==> config.mk <==
export PLATFORM = sky130hd
export DESIGN_NAME = hazard_ctrl
export DESIGN_NICKNAME = d
export VERILOG_FILES = /design/src/rtl/hazard_ctrl.sv
export SDC_FILE = /design/constraint.sdc
export NUM_CORES = 1
export LEC_CHECK = 0
export CORE_AREA = 2 2 39 41
export CTS_BUF_LIST = sky130_fd_sc_hd__clkbuf_8
export CTS_CLUSTER_SIZE = 16
export DETAILED_ROUTE_END_ITERATION = 6
export DIE_AREA = 0 0 41 43
export PLACE_DENSITY = 0.77
export SLEW_MARGIN = 20
export SYNTH_ARGS = -nofsm -noshare
export SYNTH_HDL_FRONTEND = slang
export SYNTH_SLANG_ARGS = --single-unit
export TNS_END_PERCENT = 1
==> constraint.sdc <==
create_clock -name clk -period 1.85 [get_ports clk]
set_input_delay 0.185 -clock clk [delete_from_list [all_inputs] [get_ports clk]]
set_output_delay 0.185 -clock clk [all_outputs]
set_load 0.05 [all_outputs]
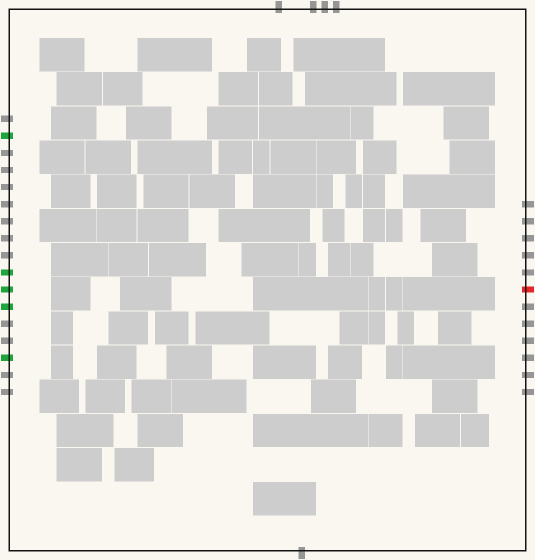
(images/pinout.png)
Pins as bars across the die edge, other pins in gray.
- mem_halt: red (pins 1; direction input; edge right)
- id_rs: green (pins 5; direction input; edge left)
Die Width: 41 um
PortBufs: 33
Die H: 43 um

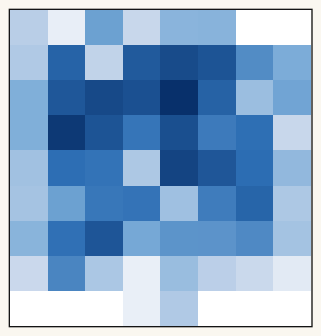
(images/util_map.png)
8 x 9 tiles, from white (low) to dark blue (high), 0 to 100% covered.
- nearly empty tiles: 11%
- fullest tile: 100%
- tiles over 75% full: 25%
- mean over tiles: 50%
- emptiest ninth of the die: lower right
final core occ: 64.7%
CORE AREA: 1380 um^2
FP Core Util: 25.0%

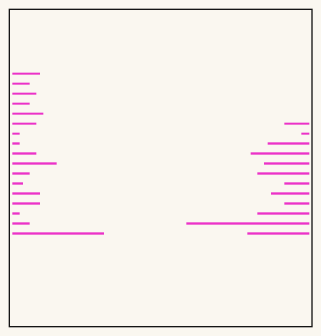
(images/m3.png)
- nets with wire on the layer: 29
- longest straight run: 16.4 um
- wire length on this layer: 125 um
- share of all routed wire: 11%
Post-Route WL: 1.12 mm
vias: 473
met3 Usage GRT: 4.19%

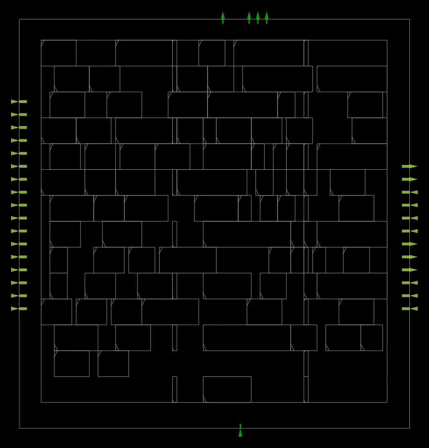
(images/placed.png)
site row count: 14
Well Taps: 16

==> results.txt <==
fresh numbers from the pnr run: status finished, final reports clean, pin count of the biggest net entering global routing 7, slowest CP cell clkdlybuf4s50_1, DRC Markers 0, Tmin final 1760 ps, P per Cell Area 583 nW/um^2, Switching Share 35.2%, most frequent cells in the layout 13 x clkdlybuf4s50_1, 8 x buf_12, 7 x xor2_1, 6 x buf_4, area grow syn2layout 159%, Final Cell Area 896 um^2, clock buffer count 3, Design Power 0.522 mW, area fraction in mux cells 0%, Post-CTS Hold Buffers 0, number of vias per cell 4.64, Reg2Reg Depth 6, CP endpoint kind primary output, comb area leader AND-OR/OR-AND gates, flop share of the area 5.59%, fmax 567 MHz, clock power share 32.4%, FF-to-FF setup slack 510 ps, Post-synth EDFFs 0, CP delay by family, top buffers and inverters, Psw 0.184 mW, fin. max-slew vios 0, slew of the pin with the lowest slew margin 236 ps, Flops 2, WP depth 7, Peak VDD IR 0.275 mV, GRT Total Usage 15.7%, dpl hpwl 925 um, RePlAce Congestion 0.703, Post-synth top flop dfrtp_1, # fillers 122, Register Area 50.0 um^2, Synth Seq Share 14.5%, Post-Syn Instances 46, vias in the first global route 489, global-route wire length before repair 1.81 mm, Clock Path Buffers 2, CTS Root Buffer Type clkbuf_8, tally of OpenROAD warnings 27, final net count 113, Synth Area in Adders 0%, PostCTS Resize Cnt 13, Final ANT Viol Nets 0, invs w/o clock 4, Reg power frac 11.3%, Largest stage delay, worst path 410 ps, xor+xnor area frac 25.4%, data required time at the worst endpoint 1660 ps, logic area 320 um^2, antenna fix cells 0, Int Power 0.338 mW, Largest register FFs 2, CTS tree built, DP Area 796 um^2, worst min path class in -> async, worst slack, placed -185 ps, share of flip-flops with an asynchronous set or reset 100%, grt total ovfl 0, wire length per cell 11.0 um, RSZ-0062 raised after global routing no, CTS buffer count 3, cells in synth_stat.txt 46, Final Hold Viols 0, Combinational Power Share 56.3%, critical path launch point type input port, syn_nets 71, Repair and plain buffers 39, aoi share 26.1%, Syn Area/Cell 7.51 um^2, Non-Filler Instances 102, WP buf/inv 2, Worst Skew 0.981 ps, ClkCell Share 4.61%, share of cells above drive strength 1 40.7%, Top power group combinational logic, Comb area share 35.8%, Commonest Layout Cell clkdlybuf4s50_1, Slew HR 84.1%, final setup margin 86.9 ps, synthesized area 345 um^2, postcts setup bufs 1, H-tree levels 1, hold_ws 250 ps, CP Cell Sequence clkdlybuf4s50_1 -> xor2_1 -> nor3_2 -> nand3_2 -> a21oi_4 -> o21a_1 -> buf_12, CP Max Fanout 5
synthesized netlist by cell type (2+ instances only):
master | count | area (um^2)
xor2_1 | 7 | 61.3
nand2b_1 | 2 | 12.5
nand3_1 | 2 | 10.0
o21ai_0 | 3 | 15.0
nor2_1 | 3 | 11.3
a21oi_1 | 4 | 20.0
dfrtp_1 | 2 | 50.1
nand2_1 | 3 | 11.3
inv_1 | 4 | 15.0
xnor2_1 | 3 | 26.3
layer usage:
layer	GRT usage (%)	wire length (um)	vias to the layer above
li1	-	-	237
met3	4.19	124	0
met5	0	0	-
met1	13.4	342	207
met2	27.8	650	29
met4	12.0	0	0
Power is estimated from default activity; no workload was simulated.
